==> run_1/route_heat.png <==
Drawn at 6 px/µm. 9 x 13 tiles, from white (low) to dark blue (high), scaled to the fullest tile. Values are wire area over tile area, all layers added.
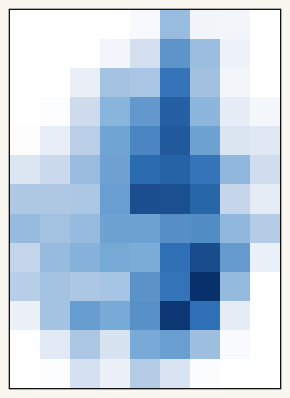
==> run_1/clock_wires.png <==
Drawn at 8 px/µm.
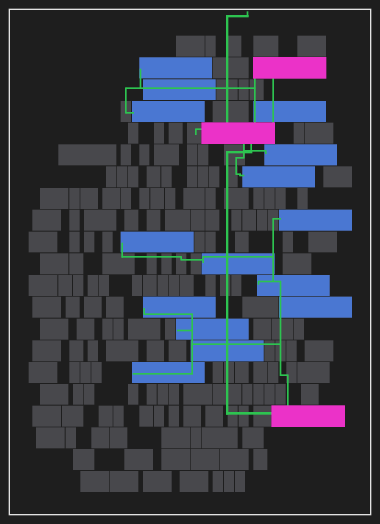
==> run_1/gates.png <==
Drawn at 6 px/µm.
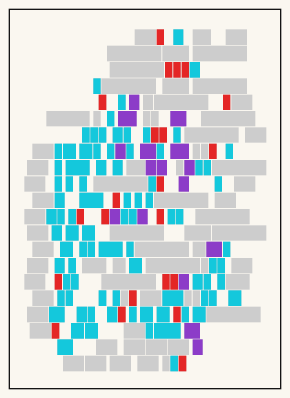
==> run_1/congestion_map.png <==
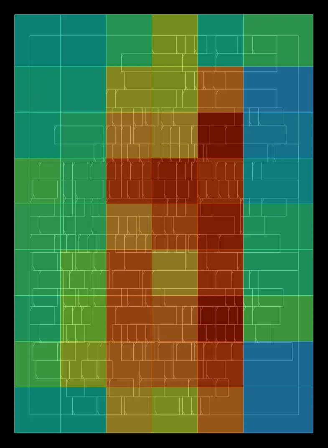
<file path="src/rtl/arb_pkg.sv">
// rtl/arb_pkg.sv - shared types and helpers for the weighted-slice round-robin arbiter
// Contents:
//   state_t : arbiter FSM states (IDLE, GRANT)
//   MAX_N   : largest supported requester count
//   clog2   : ceiling log2 helper
//   id_w    : requester-index width for a given N (at least 1 bit)
//   onehot  : one-hot vector of MAX_N bits with bit id set (zero if id is out of range)
package arb_pkg;

    typedef enum logic {
        IDLE  = 1'b0,
        GRANT = 1'b1
    } state_t;

    localparam int MAX_N = 16;

    function automatic int clog2(input int value);
        int result;
        result = 0;
        while ((1 << result) < value) begin
            result = result + 1;
        end
        return result;
    endfunction

    function automatic int id_w(input int n);
        return (n < 2) ? 1 : clog2(n);
    endfunction

    function automatic logic [MAX_N-1:0] onehot(input int id, input int n);
        logic [MAX_N-1:0] result;
        result = '0;
        if (id >= 0 && id < n) begin
            result = MAX_N'(1) << id;
        end
        return result;
    endfunction

endpackage

</file>
<file path="src/rtl/rr_pick.sv">
// rtl/rr_pick.sv - combinational rotating priority encoder
// Ports:
//   req    in  N     request vector
//   ptr    in  ID_W  index with highest priority this cycle (must be < N)
//   found  out 1     some request is set
//   win_id out ID_W  first set request scanning ptr, ptr+1, ..., N-1, 0, ...
module rr_pick #(
    parameter int N    = 4,
    parameter int ID_W = 2
) (
    input  logic [N-1:0]    req,
    input  logic [ID_W-1:0] ptr,
    output logic            found,
    output logic [ID_W-1:0] win_id
);

    logic [2*N-1:0] doubled;
    logic [2*N-1:0] masked;
    logic           hit;

    // The upper copy of req covers the wrap-around, so masking off the bits
    // below ptr and taking the lowest set bit gives the rotating winner.
    assign doubled = {req, req};
    assign masked  = doubled & ({(2*N){1'b1}} << ptr);
    assign found   = |req;

    always_comb begin
        win_id = '0;
        hit    = 1'b0;
        for (int j = 0; j < 2*N; j++) begin
            if (masked[j] && !hit) begin
                win_id = ID_W'(j % N);
                hit    = 1'b1;
            end
        end
    end

endmodule

</file>
<file path="src/rtl/rr_arbiter_weighted_slices.sv">
// rtl/rr_arbiter_weighted_slices.sv - round-robin arbiter with per-requester time slices
// Ports:
//   clk        in  1          rising-edge clock
//   rst_n      in  1          asynchronous active-low reset
//   REQ        in  N          level-sensitive request vector
//   slice_len  in  N*SLICE_W  per-requester slice length, sampled at grant; 0 acts as 1
//   GNT        out N          registered one-hot grant or zero
//   gnt_valid  out 1          registered |GNT
//   gnt_id     out ID_W       owner index, 0 when idle
//   slice_end  out 1          one-cycle pulse when the owner loses grant by slice expiry
module rr_arbiter_weighted_slices
    import arb_pkg::*;
#(
    parameter int N       = 4,
    parameter int SLICE_W = 4,
    parameter int ID_W    = id_w(N)
) (
    input  logic                 clk,
    input  logic                 rst_n,
    input  logic [N-1:0]         REQ,
    input  logic [N*SLICE_W-1:0] slice_len,
    output logic [N-1:0]         GNT,
    output logic                 gnt_valid,
    output logic [ID_W-1:0]      gnt_id,
    output logic                 slice_end
);

    state_t              state_q, state_d;
    logic [ID_W-1:0]     ptr_q, ptr_d;
    logic [SLICE_W-1:0]  cnt_q, cnt_d;
    logic [N-1:0]        gnt_q, gnt_d;
    logic [ID_W-1:0]     id_q, id_d;
    logic                valid_q, valid_d;
    logic                end_q, end_d;

    logic [ID_W-1:0]     succ;
    logic [ID_W-1:0]     pick_ptr;
    logic                found;
    logic [ID_W-1:0]     win_id;
    logic [MAX_N-1:0]    win_oh;
    logic [SLICE_W-1:0]  win_slice;
    logic [SLICE_W-1:0]  win_load;

    // Explicit wrap so non-power-of-2 N works.
    assign succ     = (id_q == ID_W'(N-1)) ? '0 : id_q + 1'b1;
    // While granting, re-arbitration starts just past the owner, which puts
    // the owner last in line and lets a sole requester be re-granted.
    assign pick_ptr = (state_q == GRANT) ? succ : ptr_q;

    rr_pick #(
        .N    (N),
        .ID_W (ID_W)
    ) u_pick (
        .req    (REQ),
        .ptr    (pick_ptr),
        .found  (found),
        .win_id (win_id)
    );

    assign win_oh    = onehot(int'(win_id), N);
    assign win_slice = slice_len[int'(win_id)*SLICE_W +: SLICE_W];
    // Counter holds remaining cycles after the current one; slice 0 acts as 1.
    assign win_load  = (win_slice == '0) ? '0 : win_slice - 1'b1;

    always_comb begin
        state_d = state_q;
        ptr_d   = ptr_q;
        cnt_d   = cnt_q;
        gnt_d   = gnt_q;
        id_d    = id_q;
        valid_d = valid_q;
        end_d   = 1'b0;
        case (state_q)
            IDLE: begin
                if (found) begin
                    gnt_d   = win_oh[N-1:0];
                    id_d    = win_id;
                    valid_d = 1'b1;
                    cnt_d   = win_load;
                    state_d = GRANT;
                end
            end
            GRANT: begin
                if (REQ[id_q] && cnt_q != '0) begin
                    cnt_d = cnt_q - 1'b1;
                end else begin
                    // Expiry wins over a simultaneous request drop.
                    end_d = (cnt_q == '0);
                    ptr_d = succ;
                    if (found) begin
                        gnt_d   = win_oh[N-1:0];
                        id_d    = win_id;
                        valid_d = 1'b1;
                        cnt_d   = win_load;
                    end else begin
                        gnt_d   = '0;
                        id_d    = '0;
                        valid_d = 1'b0;
                        cnt_d   = '0;
                        state_d = IDLE;
                    end
                end
            end
            default: begin
                state_d = IDLE;
                gnt_d   = '0;
                id_d    = '0;
                valid_d = 1'b0;
            end
        endcase
    end

    always_ff @(posedge clk or negedge rst_n) begin
        if (!rst_n) begin
            state_q <= IDLE;
            ptr_q   <= '0;
            cnt_q   <= '0;
            gnt_q   <= '0;
            id_q    <= '0;
            valid_q <= 1'b0;
            end_q   <= 1'b0;
        end else begin
            state_q <= state_d;
            ptr_q   <= ptr_d;
            cnt_q   <= cnt_d;
            gnt_q   <= gnt_d;
            id_q    <= id_d;
            valid_q <= valid_d;
            end_q   <= end_d;
        end
    end

    assign GNT       = gnt_q;
    assign gnt_valid = valid_q;
    assign gnt_id    = id_q;
    assign slice_end = end_q;

endmodule

</file>
<file path="config.mk">
export PLATFORM = sky130hd
export DESIGN_NAME = rr_arbiter_weighted_slices
export DESIGN_NICKNAME = d
export VERILOG_FILES = /design/src/rtl/arb_pkg.sv /design/src/rtl/rr_pick.sv /design/src/rtl/rr_arbiter_weighted_slices.sv
export SDC_FILE = /design/constraint.sdc
export NUM_CORES = 1
export LEC_CHECK = 0
export ABC_AREA = 1
export CAP_MARGIN = 40
export CORE_AREA = 2 2 43 61
export CTS_BUF_LIST = sky130_fd_sc_hd__clkbuf_16
export CTS_CLUSTER_DIAMETER = 40
export DETAILED_ROUTE_END_ITERATION = 7
export DIE_AREA = 0 0 45 63
export GPL_ROUTABILITY_DRIVEN = 1
export PLACE_DENSITY = 0.88
export REMOVE_ABC_BUFFERS = 1
export SETUP_SLACK_MARGIN = 0.15
export SLEW_MARGIN = 30
export SYNTH_ARGS = -nofsm -noshare
export SYNTH_HDL_FRONTEND = slang
export SYNTH_SLANG_ARGS = --single-unit
</file>
<file path="constraint.sdc">
create_clock -name clk -period 5.5 [get_ports clk]
set_input_delay 1.65 -clock clk [delete_from_list [all_inputs] [get_ports clk]]
set_output_delay 1.65 -clock clk [all_outputs]
set_load 0.03 [all_outputs]
</file>
==> flow_metrics.py, run 1 <==
# Synthesis and PnR figures
metrics = {
    "die": {
        "die_height_um": 63,
        "die_area_um2": 2835,
        "fp-row-count": 21,
        "core_area_um2": 2312,
        "taps": 23,
    },
    "layout": {
        "area_growth_syn_to_layout_pct": 34.41,
        "n_antenna_cell": 0,
        "final_cell_mix": "54 x nand2_1, 29 x clkdlybuf4s50_1, 20 x inv_1, 15 x dfrtp_1, 12 x nand3_1",
        "seqCellArea_um2": 375.4,
        "clock_area_share_pct": 5.285,
        "comb.multi_input.count": 122,
        "ff_count": 15,
        "inv_count": 22,
        "layout.cells.most_common": "nand2_1",
        "sh_seq_area_pct": 24.77,
        "nets": 218,
    },
    "yosys": {
        "ys_sh_adder_pct": 3.330,
        "syn_area_per_cell_um2": 7.046,
        "top_cell": "nand2_1",
        "ys_sh_mux_pct": 0.9989,
        "yosysWarnings": 0,
        "synth.cellmix.compoundShare_pct": 9.434,
        "yosys_cells": 160,
        "synth-edff-count": 0,
        "ys_types": 29,
        "largest_area_cell": "dfrtp_1",
        "top_area_share_pct": 33.30,
        "synth_chip_area_um2": 1127,
        "synthArstFlopShare_pct": 100.0,
    },
    "run_status": {
        "run_status": "finished clean",
    },
    "setup_path": {
        "regToRegStartpoint": "gnt_id[0]",
        "cp_cell_sequence": "clkdlybuf4s50_1, nand3_2, nand2_1, inv_2, nand4_2, nand2_2, nand2_1, nand2_1, nand2_1, nand2_4, nor2_8, nand3_1, nand2_1, a21oi_1",
        "crit_fanout": 11,
        "regToRegEndpoint": "cnt_q[2]",
        "slowest_stage": "clkdlybuf4s50_1",
        "worst_setup_path_end_kind": "flip-flop",
        "worst-path-buf-inv": 2,
        "critPathLaunch": "REQ[1]",
    },
    "final_timing": {
        "finalCritPeriodShare_pct": 62.88,
        "clock_skew_ns": 0.007187,
        "relSlewSlack_pct": 56.24,
        "setup_tns_ns": 0,
        "timing.final.hold_violations": 0,
        "grt_setup_unrepaired": "false",
        "fmax_mhz": 289.2,
        "fin_crit_ns": 3.458,
    },
    "cts": {
        "clockBufferDepth": 2,
        "cts_root_buffer": "clkbuf_16",
        "holdBufCountCts": 0,
        "cts.sinks": 15,
        "clk_pin_slew_worst_paths_ns": 0.05,
        "cts-buffers-inserted": 3,
    },
    "global_route": {
        "met2_usage_pct": 39.46,
        "grt_overflow": 0,
        "grt_max_degree": 16,
        "antenna_found_initial": 0,
    },
    "power_and_ir_drop": {
        "peakVddDrop_uv": 291.7,
        "power_density_nw_per_um2": 645.7,
        "switching_share_pct": 49.62,
        "p_clk_w": 0.000146,
    },
    "route": {
        "met3_length_um": 99,
    },
    "job": {
        "cap_violations": 0,
        "tool_warnings": 26,
    },
    "placed_design": {
        "gp_congestion": 0.8338,
        "pre_cts_slack_ns": 1.794,
    },
    "worst_hold_path": {
        "hp-class": "flip-flop to flip-flop",
    },
}
Notes on route_heat.png above:
fullest tile: 0.47
densest ninth of the die: centre
mean over tiles: 0.15
tiles over half the peak: 27%
nearly empty tiles: 20%
routed wire length per instance: 12.57 µm
final WL: 2702 µm
GRT Total Usage: 22.10%
via count: 1157

Notes on clock_wires.png above:
legend:
  clock wires:
    colour: green
    length: 221 µm
  flip-flops:
    colour: blue
    count: 15
  clock-net drivers:
    colour: magenta
    count: 3
routed clock nets: 4

Notes on gates.png above:
legend:
  inv cells:
    colour: red
    cells: 22
    most_used: inv_1
  aoi and oai cells:
    colour: purple
    cells: 16
    most_used: o21ai_0
  nand cells:
    colour: cyan
    cells: 85
    most_used: nand2_1

Notes on congestion_map.png above:
met1 Use GR: 23.08%
fin util: 65.53%
Most Used Layer, Global Route: met2

[run 1: per-stage QoR]
| step | cell area, µm² | util [%] | instances | hold slack (ns) |
|---|---|---|---|---|
| after global routing | 1515 | 65.53 | 215 | 0.5205 |
| after CTS | 1515 | 65.53 | 215 | 0.4893 |
| after detailed placement | 1435 | 62.07 | 211 | 0.4762 |
| after global placement | 1435 | 62.07 | 211 | 0.4645 |
| after floorplan | 1116 | - | 159 | 0.4520 |
| final | 1515 | 65.53 | 215 | 0.4903 |
[run 1: worst min-delay path by stage]
stage                      endpoint  slack, ns  cells past startpoint
after floorplan            ptr_q[0]       0.45                      2
after global placement    gnt_valid       0.46                      2
after detailed placement   ptr_q[0]       0.48                      2
after CTS                  ptr_q[0]       0.49                      2
after global routing       ptr_q[0]       0.52                      2
final                      ptr_q[0]       0.49                      2
==> run 1 -> run 2 <==
--- a/config.mk
+++ b/config.mk
@@ -7,13 +7,13 @@
 export LEC_CHECK = 0
 export ABC_AREA = 1
 export CAP_MARGIN = 40
-export CORE_AREA = 2 2 43 61
+export CORE_AREA = 2 2 47 66
 export CTS_BUF_LIST = sky130_fd_sc_hd__clkbuf_16
 export CTS_CLUSTER_DIAMETER = 40
 export DETAILED_ROUTE_END_ITERATION = 7
-export DIE_AREA = 0 0 45 63
+export DIE_AREA = 0 0 49 68
 export GPL_ROUTABILITY_DRIVEN = 1
-export PLACE_DENSITY = 0.88
+export PLACE_DENSITY = 0.79
 export REMOVE_ABC_BUFFERS = 1
 export SETUP_SLACK_MARGIN = 0.15
 export SLEW_MARGIN = 30
==> constraint.sdc (replaced) <==
create_clock -name clk -period 3.11 [get_ports clk]
set_input_delay 0.933 -clock clk [delete_from_list [all_inputs] [get_ports clk]]
set_output_delay 0.933 -clock clk [all_outputs]
set_load 0.03 [all_outputs]
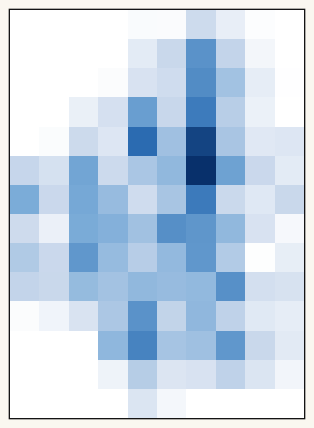
(run_2/route_heat.png)
Drawn at 6 px/µm. 10 x 14 tiles, from white (low) to dark blue (high), scaled to the fullest tile. Values are wire area over tile area, all layers added.
tiles over half the peak: 14%
mean over tiles: 0.12
densest ninth of the die: centre
emptiest ninth of the die: upper left
GRT Total Usage: 17.38%
final WL: 2485 µm

==> run 2 against run 1 <==
Global-route usage is 4.7 points lower; area after synthesis stayed put; sequential cell count stayed put; synthesized cell count stayed put; non-clock buffer count is 2 higher; cell count is 7.4% higher; first-iteration DRC count is 19% lower; via count is 3.6% lower; worst setup slack worse by 1.6 ns; clock power is 75% higher; combinational power is 77% higher; critical path type unchanged; highest routed layer unchanged.
==> flow_metrics.py, run 2 <==
# Synthesis and PnR figures
metrics = {
    "final_timing": {
        "clock_skew_ns": 0.001094,
        "timing.final.hold_violations": 0,
        "fmax_mhz": 368.6,
        "fin_crit_ns": 2.713,
        "worst_slack_ns": 0.3973,
        "holdWs_ns": 0.4893,
        "setup_tns_ns": 0,
        "relSlewSlack_pct": 54.97,
        "final_max_slew_viol_count": 0,
        "grt_setup_unrepaired": "false",
        "finalSetupViolCount": 0,
        "finalCritPeriodShare_pct": 87.22,
    },
    "yosys": {
        "synthArstFlopShare_pct": 100.0,
        "syn-cell-area_um2": 1127,
        "ys_sh_adder_pct": 3.330,
        "ys_sh_mux_pct": 0.9989,
        "ys_types": 29,
        "yosysWarnings": 0,
        "synth-edff-count": 0,
        "synth_chip_area_um2": 1127,
        "ys_sh_simple_pct": 43.84,
        "yosys_cells": 160,
        "top_cell": "nand2_1",
        "area_leaders": "dfrtp_1 33%, nand2_1 18%, inv_1 6.7%",
        "top_area_share_pct": 33.30,
        "syn_area_per_cell_um2": 7.046,
        "ff_type": "dfrtp_1",
        "largest_area_cell": "dfrtp_1",
        "synth_flops": 15,
        "synth.cellmix.compoundShare_pct": 9.434,
    },
    "layout": {
        "utilization_pct": 55.45,
        "clock_area_share_pct": 5.174,
        "ff_count": 15,
        "area_growth_syn_to_layout_pct": 37.29,
        "stdcell_count": 231,
        "biggestCellCategory": "multi-input combinational cells",
        "nets": 220,
        "sh_seq_area_pct": 24.25,
        "layout.cells.most_common": "nand2_1",
        "fin_area_um2": 1548,
        "seqCellArea_um2": 375.4,
        "final_cell_mix": "54 x nand2_1, 29 x clkdlybuf4s50_1, 20 x inv_1, 15 x dfrtp_1, 12 x nand3_1",
        "comb.multi_input.count": 122,
        "inv_count": 22,
        "n_antenna_cell": 0,
    },
    "route": {
        "wire_per_inst_um": 10.76,
        "vias": 1115,
        "drt-initial-drc-count": 17,
        "wl_met1_um": 1057,
        "dr.pass1.iters": 4,
        "top_layer": "met4",
        "met3_length_um": 92,
    },
    "placed_design": {
        "place_inst": 227,
        "pre_cts_slack_ns": 0.1524,
        "gp_congestion": 0.8362,
        "dpl_cell_area_um2": 1468,
    },
    "worst_hold_path": {
        "hold_end": "GNT[3]",
        "hold_depth": 2,
        "hp-class": "flip-flop to flip-flop",
    },
    "power_and_ir_drop": {
        "combPwrFrac_pct": 64.9,
        "power_combinational_w": 0.00112,
        "power_density_nw_per_um2": 1111,
        "switching_share_pct": 48.69,
        "peakVddDrop_uv": 519.0,
        "finalPower_w": 0.001719,
        "p_clk_w": 0.000256,
    },
    "die": {
        "fp-row-count": 23,
        "die_height_um": 68,
        "taps": 37,
        "core_area_um2": 2791,
        "die_area_um2": 3332,
        "ioPinCount": 30,
    },
    "setup_path": {
        "cp_common_cell": "nand2_1",
        "regToRegEndpoint": "cnt_q[1]",
        "crit_path_max_incr_delay_ns": 0.58,
        "critPathRequiredTime_ns": 3.29,
        "slowest_stage": "clkdlybuf4s50_1",
        "regToRegStartpoint": "gnt_id[0]",
        "worst-path-buf-inv": 2,
        "cp_cell_sequence": "clkdlybuf4s50_1, nand3_2, nand2_1, inv_2, nand4_2, nand2_2, nand2_1, nand2_1, nand2_1, nand2_4, nor2_8, nand2_1, nand2_1, nand2_1, a21oi_2",
        "start_kind": "primary input",
        "worst_setup_path_end_kind": "flip-flop",
        "crit_fanout": 11,
    },
    "job": {
        "cap_violations": 0,
        "tool_warnings": 26,
    },
    "cts": {
        "cts_root_buffer": "clkbuf_16",
        "cts.sinks": 15,
        "cts_tree": "built",
        "holdBufCountCts": 0,
        "clk_pin_slew_worst_paths_ns": 0.05,
        "clock_latency_ns": 0.25,
        "cts-buffers-inserted": 3,
        "clockBufferDepth": 2,
    },
    "global_route": {
        "busiest_layer": "met2",
        "grt.met3_usage_pct": 1.310,
        "antenna_found_initial": 0,
        "met2_usage_pct": 35.62,
        "grt_overflow": 0,
        "grtUsageMet1_pct": 17.68,
        "grt_max_degree": 16,
    },
    "run_status": {
        "run_status": "finished clean",
    },
}
==> run 2: cell count changes in the layout (fill, tap and decap cells not counted), sizes merged <==
cell / delta
buf: +2
==> run 2: worst register-to-register path: cells and delay by family, from the launching register on <==
family                     cells  cell delay (ns)
AOI/OAI and AO/OA              1             0.05
adders and majority gates      1             0.35
DFF                            1             0.47
and+or+nand+nor               13             1.39
==> run 2: worst max path at each step <==
stage | startpoint | endpoint | slack, ns | depth (start not counted)
after CTS | REQ[1] | cnt_q[1] | 0.40 | 15
after global routing | REQ[1] | cnt_q[2] | 0.19 | 15
after floorplan | gnt_id[0] | cnt_q[1] | 0.85 | 18
after global placement | REQ[1] | cnt_q[1] | 0.22 | 15
final | REQ[1] | cnt_q[1] | 0.40 | 15
after detailed placement | REQ[1] | cnt_q[1] | 0.15 | 15
Power is estimated from default activity; no workload was simulated.
